**Run 1: clock wiring as the flow saved it**

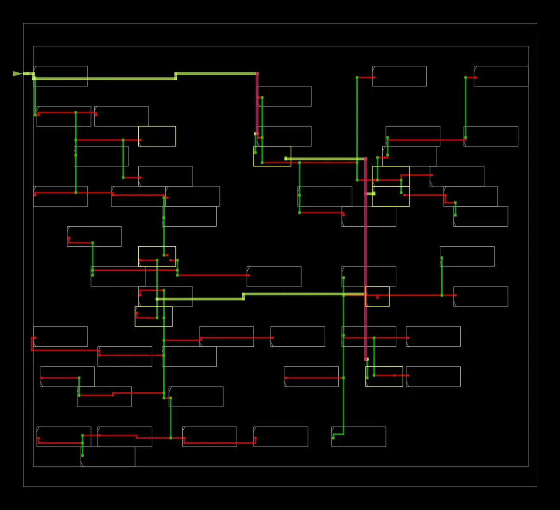
**Run 1: placement by cell class**

Scale: 6 px per micron.
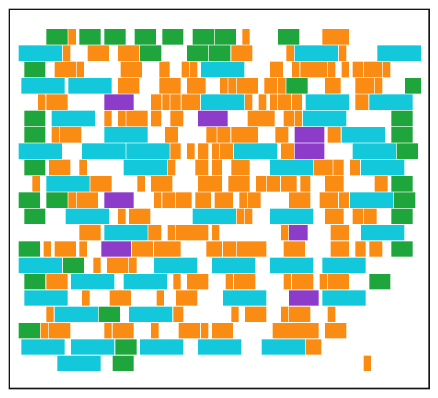
**Run 1: routed metal per tile**

Scale: 6 px per micron. The die is cut into 14 by 13 equal tiles; dark purple is low, yellow is high, scaled to the fullest tile. Values are wire area over tile area, all layers added.
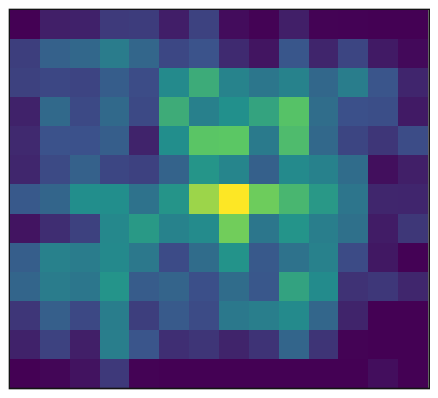
**Run 1: drive-strength map**

Scale: 4 px per micron.
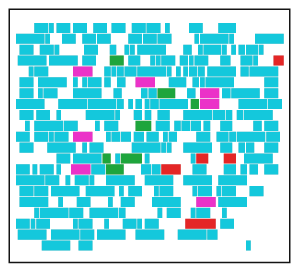
`src/rtl/lpc_io_target_ctrl.sv`:
```
// LPC I/O target sequencer: decodes host I/O cycles in a 32-byte window and
// drives the register file strobe/address/data, returning read data via SYNC.
module lpc_io_target_ctrl #(
    parameter logic [15:0] BASE_ADDR = 16'h0700,
    parameter int unsigned SYNC_WAIT = 0
) (
    input  logic       LpcClock,
    input  logic       PciReset,
    input  logic       LFrame_n,
    input  logic [3:0] LadIn,
    output logic [3:0] LadOut,
    output logic       LadOe,
    output logic [7:0] Addr,
    output logic       Wr,
    output logic [7:0] DataWr,
    input  logic [7:0] DataReg,
    output logic       Busy
);

    localparam logic [3:0] WAIT_LAST = 4'(SYNC_WAIT);

    typedef enum logic [3:0] {
        S_IDLE,
        S_CYCTYPE,
        S_ADDR0,
        S_ADDR1,
        S_ADDR2,
        S_ADDR3,
        S_WDAT0,
        S_WDAT1,
        S_HTAR0,
        S_HTAR1,
        S_SYNC,
        S_RDAT0,
        S_RDAT1,
        S_TTAR0,
        S_TTAR1
    } state_t;

    state_t      state;
    state_t      state_next;
    logic        is_write;
    logic [11:0] addr_hi;
    logic [3:0]  wdat_lo;
    logic [7:0]  rd_latch;
    logic [3:0]  wait_cnt;
    logic        hit;
    logic        ready_sync;

    // addr_hi holds address bits [15:4]; the final nibble is still on LadIn in ADDR3
    assign hit        = (addr_hi[11:1] == BASE_ADDR[15:5]);
    assign ready_sync = (state == S_SYNC) && (wait_cnt == WAIT_LAST);

    always_comb begin
        state_next = state;
        case (state)
            S_IDLE:    state_next = S_IDLE;
            S_CYCTYPE: state_next = (LadIn[3:2] == 2'b00) ? S_ADDR0 : S_IDLE;
            S_ADDR0:   state_next = S_ADDR1;
            S_ADDR1:   state_next = S_ADDR2;
            S_ADDR2:   state_next = S_ADDR3;
            S_ADDR3: begin
                if (!hit)
                    state_next = S_IDLE;
                else
                    state_next = is_write ? S_WDAT0 : S_HTAR0;
            end
            S_WDAT0:   state_next = S_WDAT1;
            S_WDAT1:   state_next = S_HTAR0;
            S_HTAR0:   state_next = S_HTAR1;
            S_HTAR1:   state_next = S_SYNC;
            S_SYNC: begin
                if (ready_sync)
                    state_next = is_write ? S_TTAR0 : S_RDAT0;
            end
            S_RDAT0:   state_next = S_RDAT1;
            S_RDAT1:   state_next = S_TTAR0;
            S_TTAR0:   state_next = S_TTAR1;
            S_TTAR1:   state_next = S_IDLE;
            default:   state_next = S_IDLE;
        endcase
        // A framed nibble overrides everything; the last low-frame cycle wins
        if (!LFrame_n)
            state_next = (LadIn == 4'h0) ? S_CYCTYPE : S_IDLE;
    end

    always_comb begin
        LadOe  = 1'b0;
        LadOut = 4'hF;
        case (state)
            S_SYNC: begin
                LadOe  = 1'b1;
                LadOut = ready_sync ? 4'h0 : 4'h6;
            end
            S_RDAT0: begin
                LadOe  = 1'b1;
                LadOut = rd_latch[3:0];
            end
            S_RDAT1: begin
                LadOe  = 1'b1;
                LadOut = rd_latch[7:4];
            end
            S_TTAR0: begin
                LadOe  = 1'b1;
                LadOut = 4'hF;
            end
            default: begin
                LadOe  = 1'b0;
                LadOut = 4'hF;
            end
        endcase
    end

    assign Wr   = ready_sync && is_write;
    assign Busy = (state != S_IDLE);

    always_ff @(posedge LpcClock) begin
        if (PciReset) begin
            state    <= S_IDLE;
            is_write <= 1'b0;
            addr_hi  <= '0;
            wdat_lo  <= '0;
            rd_latch <= '0;
            wait_cnt <= '0;
            Addr     <= '0;
            DataWr   <= '0;
        end else begin
            state <= state_next;
            if (LFrame_n && state == S_SYNC && !ready_sync)
                wait_cnt <= wait_cnt + 4'd1;
            else
                wait_cnt <= '0;
            if (LFrame_n) begin
                case (state)
                    S_CYCTYPE: is_write <= LadIn[1];
                    S_ADDR0:   addr_hi[11:8] <= LadIn;
                    S_ADDR1:   addr_hi[7:4]  <= LadIn;
                    S_ADDR2:   addr_hi[3:0]  <= LadIn;
                    S_ADDR3: begin
                        if (hit)
                            Addr <= {3'b000, addr_hi[0], LadIn};
                    end
                    S_WDAT0:   wdat_lo <= LadIn;
                    S_WDAT1:   DataWr  <= {LadIn, wdat_lo};
                    S_SYNC: begin
                        if (ready_sync && !is_write)
                            rd_latch <= DataReg;
                    end
                    default: ;
                endcase
            end
        end
    end

endmodule

```
`config.mk`:
```
export PLATFORM = sky130hd
export DESIGN_NAME = lpc_io_target_ctrl
export DESIGN_NICKNAME = d
export VERILOG_FILES = /design/src/rtl/lpc_io_target_ctrl.sv
export SDC_FILE = /design/constraint.sdc
export NUM_CORES = 1
export LEC_CHECK = 0
export CAP_MARGIN = 20
export CORE_ASPECT_RATIO = 0.9
export CORE_UTILIZATION = 50
export DETAILED_ROUTE_END_ITERATION = 7
export PLACE_DENSITY = 0.77
export SETUP_SLACK_MARGIN = 0.1
export SYNTH_ARGS = -nofsm -noshare
export SYNTH_HDL_FRONTEND = slang
export SYNTH_SLANG_ARGS = --single-unit
```
`constraint.sdc`:
```
create_clock -name LpcClock -period 4.85 [get_ports LpcClock]
set_input_delay 0.485 -clock LpcClock [delete_from_list [all_inputs] [get_ports LpcClock]]
set_output_delay 0.485 -clock LpcClock [all_outputs]
set_load 0.02 [all_outputs]
```
==> metrics.csv, run 1 <==
stage,metric,value,unit
status,status,"complete, no violations",
setup_path,r2r startpoint,wait_cnt[0]$_SDFF_PP0_,
yosys,yosys stat chip area,2060,sq um
yosys,Commonest flop,dfxtp_1,
clock_tree,clock buffer depth,2,
setup_path,crit-path leading delay family,buffers and inverters,
setup_path,Worst setup EP type,output port,
timing,sum of negative setup slack,0,ns
setup_path,worst-case reg-to-reg path depth,6,
timing,RSZ-0062 raised after global routing,no,
setup_path,Bufs and invs on worst path,2,
clock_tree,Insertion Delay late pin,0.30,ns
setup_path,Stages on worst setup path,7,
yosys,Post-Syn Instances,220,
setup_path,Startpoint Class,flip-flop,
global_route,vias in the first global route,1489,
min_path,Min-Delay Endpoint,Addr[4]$_SDFFE_PP0P_,
clock_tree,"Reg clk slew, reported paths",0.09,ns
detailed_routing,Met1 Wirelength,2070,microns
setup_path,Setup CP Type,reg2out,
global_route,initial antenna violation count,0,
global_route,GR Util met1,28.0,%
global_route,GRT busiest layer,met2,
yosys,Area leader share,44.6,%
yosys,Yosys reg bits,46,
timing,Max-slew headroom,60.9,%
die,Core Density at Floorplan,53.8,%
detailed_routing,Max Used Layer,met4,
setup_path,RR Endpoint,rd_latch[5]$_SDFFE_PP0P_,
detailed_routing,Via density,5.43,
setup_path,crit-path cells,inv_1 -> ha_1 -> nor3b_1 -> o21ba_2 -> o21ai_1 -> a221o_1 -> clkdlybuf4s50_1,
detailed_routing,initial drt markers,50,
timing,Tmin final,2.88,ns
layout,most instantiated logic cells after routing,"dfxtp_1 (46), nor2_1 (44), clkdlybuf4s50_1 (34), mux2i_1 (33), nand2b_1 (8)",
min_path,Worst Hold Launch,Addr[4]$_SDFFE_PP0P_,
setup_path,CP Capture Point,LadOut[1],
detailed_routing,Routed WL,4040,microns
clock_tree,Post-CTS Setup Inserts,0,
power_and_ir_drop,Overall Power,0.667,mW
global_route,GR Util All Layers,19.7,%
setup_path,FF-to-FF setup slack,2.78,ns
layout,n_diodes,0,
global_route,largest net degree at the start of global routing,47,
timing,Worst Max-Slew Pin Slew,0.585,ns
layout,Final nets,267,
clock_tree,CTS HTree Levels,2,
clock_tree,total CTS buffers,5,
placed_design,Final Wtd Congestion,0.781,
clock_tree,CTS tree,done,
detailed_routing,met2 WL post-DR,1720,microns
yosys,cell type with the highest aggregate area in the netlist,dfxtp_1,
die,Die H,63.0,microns
power_and_ir_drop,P_leak,0.969,nW
timing,Final Hold Fails,0,
die,Die Wd,69.7,microns
global_route,met2 Usage GRT,29.7,%
detailed_routing,residual DRC count,0,
run,Log Warnings,27,
global_route,Global Route met3 Usage,4.84,%
yosys,"Seq share, synth",44.6,%
detailed_routing,"antenna viol nets, final",0,
global_route,overflow left after global routing,0,
yosys,yosys stat cell total,220,
detailed_routing,drt wl/cell,13.6,microns
layout,share of post-route cells with drive strength above 1,7.57,%
yosys,post-synthesis cell area,2060,sq um
clock_tree,Root Buffer Master,clkbuf_8,
timing,final setup fails,0,
detailed_routing,DR pass1 iterations,5,
clock_tree,CTS hold repair buffers,0,
detailed_routing,met3 routed WL,211,microns
timing,Pins Over Slew Limit,0,
die,Boundary Pins,38,
yosys,yosys warning tally,0,
placed_design,post-DP HPWL,2730,microns
Back to the opening pictures, 'clock wiring as the flow saved it':
# clock sinks: 46
skew final: 0.0104 ns
CLK BUF: 7

Back to the opening pictures, 'placement by cell class':
[registers] cyan | cells: 46 | share of their area: 37%
[clock drivers and dummy loads] purple | cells: 8 | share of their area: 4.3%
[remaining buffers and delay cells] green | cells: 35 | share of their area: 14%
[remaining logic cells] orange | cells: 162 | share of their area: 44%
site row count: 21
Seq/total area: 36.6%
Design Area, Final: 2520 sq um
floorplan core area: 3840 sq um

Back to the opening pictures, 'routed metal per tile':
densest ninth of the die: centre
nearly empty tiles: 13%
emptiest ninth of the die: south-east
fullest tile: 0.53
mean over tiles: 0.15
tiles over half the peak: 11%

Back to the opening pictures, 'drive-strength map':
[x1 and smaller] cyan | cells: 232
[x6 and larger] magenta | cells: 7
[x3 and x4] red | cells: 5
[x2] green | cells: 7
Area Overhead vs Synth: 21.9%
slack of the critical path: 1.97 ns

run 1: cells by family (layout without fill, tap and decap cells):
logic type	count (synthesis)	in the layout	share of synthesized area (%)
other cells	1	3	0.182
compound gates	24	24	7.64
xor+xnor	2	2	0.849
buf+inv	20	49	4.24
fa+ha+maj	2	2	1.21
mux	34	34	16.5
flops	46	46	44.6
simple gates	91	91	24.7
run 1: synthesized netlist by cell type (all sizes together), types with 2 or more instances:
library cell / instances
dfxtp: 46
nor2: 45
mux2i: 33
clkbuf: 10
o21ai: 10
nand2b: 8
nand2: 7
nand4b: 7
inv: 6
a21oi: 4
buf: 4
nand3: 4
or3: 4
a211oi: 3
a221o: 2
a31oi: 2
and3: 2
ha: 2
nand4: 2
nor3b: 2
o2bb2ai: 2
or4: 2
or4b: 2
run 1: power breakdown:
part           leakage [nW]  total, mW  switching, mW  internal [mW]
clock                0.0544      0.260          0.129          0.131
sequential            0.370      0.378       0.000334          0.377
combinational         0.544     0.0291         0.0156         0.0135
run 1: flip-flops by register name, indices dropped and copies added (netlist names):
register / cells
addr_hi: 12
DataWr: 8
rd_latch: 8
Addr: 5
state: 4
wait_cnt: 4
wdat_lo: 4
is_write: 1
run 1: metrics by stage:
step,std cells,area (sq um),setup slack [ns]
2_1_floorplan,222,2070,2.94
4_1_cts,297,2520,1.95
6_report,297,2520,1.97
5_1_grt,297,2520,1.78
3_3_place_gp,289,2410,2.34
3_5_place_dp,289,2410,2.28
run 1: final cells by class:
class / instances / area, sq um
timing repair buffer: 35 / 348
multi-input combinational: 156 / 1060
clock buffer: 7 / 96.3
tap: 46 / 57.6
clock inverter: 1 / 8.76
sequential: 46 / 921
inverter: 6 / 22.5
fill: 341 / 1320
**Run 1: the metal 3 layer**

Scale: 6 px per micron.
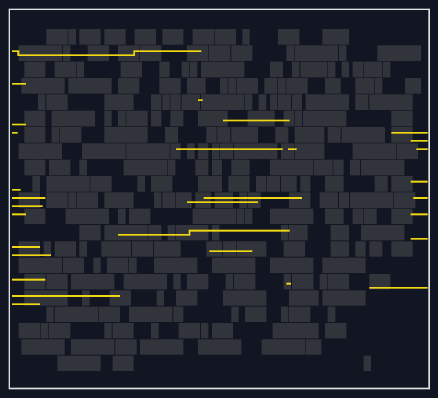

==> run 2: changes to the inputs <==
--- a/config.mk
+++ b/config.mk
@@ -7,9 +7,9 @@
 export LEC_CHECK = 0
 export CAP_MARGIN = 20
 export CORE_ASPECT_RATIO = 0.9
-export CORE_UTILIZATION = 50
+export CORE_UTILIZATION = 46
 export DETAILED_ROUTE_END_ITERATION = 7
-export PLACE_DENSITY = 0.77
+export PLACE_DENSITY = 0.74
 export SETUP_SLACK_MARGIN = 0.1
 export SYNTH_ARGS = -nofsm -noshare
 export SYNTH_HDL_FRONTEND = slang
==> constraint.sdc (replaced) <==
create_clock -name LpcClock -period 2.64 [get_ports LpcClock]
set_input_delay 0.264 -clock LpcClock [delete_from_list [all_inputs] [get_ports LpcClock]]
set_output_delay 0.264 -clock LpcClock [all_outputs]
set_load 0.02 [all_outputs]
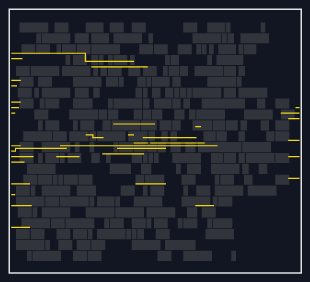
**Above:** run 2 (the metal 3 layer).
Scale: 4 px per micron.
main direction: horizontal
share of all routed wire: 5.6%
nets with wire on the layer: 30
wire length on this layer: 236 microns
longest straight run: 39.1 microns
Global Route met3 Usage: 4.45%
Routed WL: 4180 microns
total number of vias: 1,630

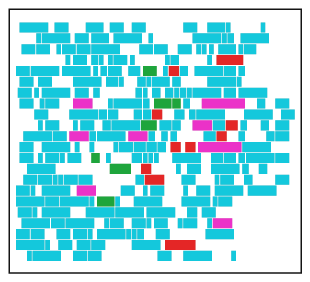
**Above:** run 2 (drive-strength map).
Scale: 4 px per micron.
Design Area, Final: 2630 sq um
Area Overhead vs Synth: 27.2%
number of signal-net buffers in the layout: 40
slack of the critical path: 0.362 ns

==> run 2 against run 1 <==
Combinational power increased by 93%. Critical endpoint is now Wr. Cell count increased by 6.4%. Global-route usage increased by 0.27 points. Highest routed layer unchanged.
==> metrics.csv, run 2 <==
stage,metric,value,unit
status,status,"complete, no violations",
yosys,Commonest flop,dfxtp_1,
setup_path,Bufs and invs on worst path,1,
clock_tree,CTS hold repair buffers,0,
placed_design,Final Wtd Congestion,0.746,
layout,top logic cell by instance count in the layout,dfxtp_1,
yosys,yosys stat cell total,220,
yosys,"Async S/R FF share, synth",0,%
setup_path,FF-to-FF setup slack,0.54,ns
global_route,met2 Usage GRT,31.9,%
layout,sequential cell area,921,sq um
layout,Largest register FFs,12,
yosys,mean area per synthesized cell,9.38,sq um
timing,Final Hold Fails,0,
layout,share of post-route cells with drive strength above 1,9.77,%
setup_path,Critical Path Fanout Max,16,
min_path,Worst Hold Launch,Addr[3]$_SDFFE_PP0P_,
die,Die Wd,72.6,microns
global_route,initial antenna violation count,0,
layout,most flop-heavy register,addr_hi,
die,Die H,65.6,microns
setup_path,Setup CP Type,reg2out,
yosys,Post-Syn Instances,220,
yosys,"EDFF count, synth",0,
yosys,most frequent cell after synthesis,dfxtp_1,
timing,Tmin final,2.28,ns
global_route,GR Util All Layers,20.0,%
setup_path,crit path DAT,2.01,ns
clock_tree,post-CTS sizing,1,
setup_path,r2r startpoint,state[0]$_SDFFE_PP0P_,
yosys,cell type with the highest aggregate area in the netlist,dfxtp_1,
yosys,Yosys reg bits,46,
setup_path,RR Endpoint,Addr[4]$_SDFFE_PP0P_,
global_route,GRT busiest layer,met2,
timing,final setup fails,0,
detailed_routing,"antenna viol nets, final",0,
setup_path,Worst setup EP type,output port,
detailed_routing,initial drt markers,105,
placed_design,post-DP HPWL,2920,microns
setup_path,Worst Setup SP,state[3]$_SDFFE_PP0P_,
run,Log Warnings,27,
detailed_routing,met2 WL post-DR,1840,microns
timing,Worst Max-Slew Pin Slew,0.598,ns
detailed_routing,met3 routed WL,235,microns
layout,top flop regs,"addr_hi: 12 flops, DataWr: 8 flops, rd_latch: 8 flops",
clock_tree,Post-CTS Setup Inserts,0,
clock_tree,CTS HTree Levels,2,
detailed_routing,residual DRC count,0,
layout,Final nets,272,
detailed_routing,Met1 Wirelength,2070,microns
yosys,Area leader share,44.6,%
timing,skew final,0.00340,ns
yosys,yosys warning tally,0,
detailed_routing,Max Used Layer,met4,
timing,Pins Over Slew Limit,0,
global_route,GR Util met1,26.6,%
setup_path,crit-path cells,and4bb_1 -> and3_1 -> clkdlybuf4s50_1,
timing,RSZ-0062 raised after global routing,no,
detailed_routing,DR pass1 iterations,4,
layout,fill count,378,
power_and_ir_drop,P_leak,1.02,nW
min_path,Min-Delay Endpoint,Addr[3]$_SDFFE_PP0P_,
global_route,overflow left after global routing,0,
yosys,yosys stat chip area,2060,sq um
yosys,post-synthesis cell area,2060,sq um
die,Core Density at Floorplan,49.3,%
detailed_routing,Via density,5.16,
min_path,hold path depth,2,
layout,most instantiated logic cells after routing,"dfxtp_1 (46), nor2_1 (44), mux2i_1 (33), clkdlybuf4s50_1 (32), nand2b_1 (8)",
timing,Max-slew headroom,60.0,%
die,site row count,22,
layout,n_diodes,0,
clock_tree,"Reg clk slew, reported paths",0.08,ns
clock_tree,Root Buffer Master,clkbuf_8,
layout,Logic area,1070,sq um
detailed_routing,drt wl/cell,13.2,microns
clock_tree,clock buffer depth,2,
power_and_ir_drop,Overall Power,1.39,mW
global_route,largest net degree at the start of global routing,21,
run,Max Cap Violations,0,
setup_path,crit-path leading delay family,flip-flops,
timing,post-layout period usage,86.3,%
die,Boundary Pins,38,
yosys,"Seq share, synth",44.6,%
yosys,Largest cells by area,"dfxtp_1 (45%), mux2i_1 (16%), nor2_1 (8.0%), nand4b_1 (3.0%), nand2b_1 (2.4%)",
setup_path,Startpoint Class,flip-flop,
timing,sum of negative setup slack,0,ns
clock_tree,# clock sinks,46,
clock_tree,CTS tree,done,
power_and_ir_drop,Power Density,529,nW/um^2
die,floorplan core area,4180,sq um
setup_path,worst-case reg-to-reg path depth,4,
yosys,"top cells by count, synth","dfxtp_1 (46), nor2_1 (44), mux2i_1 (33)",
global_route,vias in the first global route,1542,
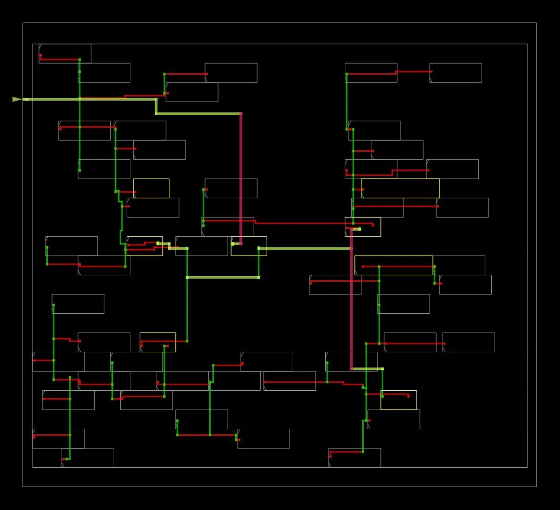
**Above:** run 2 (clock wiring as the flow saved it).
Insertion Delay late pin: 0.30 ns
total CTS buffers: 5

==> run 2: logic make-up (layout without fill, tap and decap cells) <==
logic type,count (synthesis),after routing,share of synthesized area [%]
xor+xnor,2,2,0.849
mux,34,34,16.5
fa+ha+maj,2,2,1.21
compound gates,24,24,7.64
other cells,1,3,0.182
buf+inv,20,54,4.24
flops,46,46,44.6
simple gates,91,91,24.7
==> run 2: how the worst max path moves through the flow <==
stage | end | slack, ns | depth (start not counted)
final | Wr | 0.36 | 3
after global routing | Wr | 0.27 | 3
after CTS | LadOut[2] | 0.16 | 7
after detailed placement | LadOut[2] | 0.32 | 7
after global placement | LadOut[2] | 0.38 | 7
after floorplan | Addr[0]$_SDFFE_PP0P_ | 0.93 | 4
==> run 2: final cells by class <==
type	count	area share [%]
multi-input cells	156	40.9
flip-flops and latches	46	35.1
repair buffers	40	14.9
clock buffers	6	3.14
well taps	60	2.86
clock inverters	2	2.29
inverters	6	0.858
==> run 2: tightest hold or removal path, delay by kind of cell, from the launching register on <==
family,cells,cell delay [ns]
DFF,1,0.31
and+or+nand+nor,1,0.06
AOI/OAI and AO/OA,1,0.05
==> run 2: per-stage QoR <==
step	cells	hold WS, ns	cell area, sq um	setup slack, ns
finish	316	0.468	2630	0.362
global route	316	0.487	2630	0.270
CTS	316	0.473	2620	0.158
detailed placement	308	0.454	2470	0.321
global placement	308	0.448	2470	0.378
floorplan	222	0.408	2070	0.932
==> run 2: report_power, final <==
| part | internal [mW] | total (mW) | switching (mW) |
|---|---|---|---|
| combinational | 0.0267 | 0.0563 | 0.0296 |
| sequential | 0.693 | 0.694 | 0.000612 |
| clock | 0.404 | 0.639 | 0.236 |
| total | 1.12 | 1.39 | 0.266 |
No activity file was given, so power comes from the tool's default toggle rates.
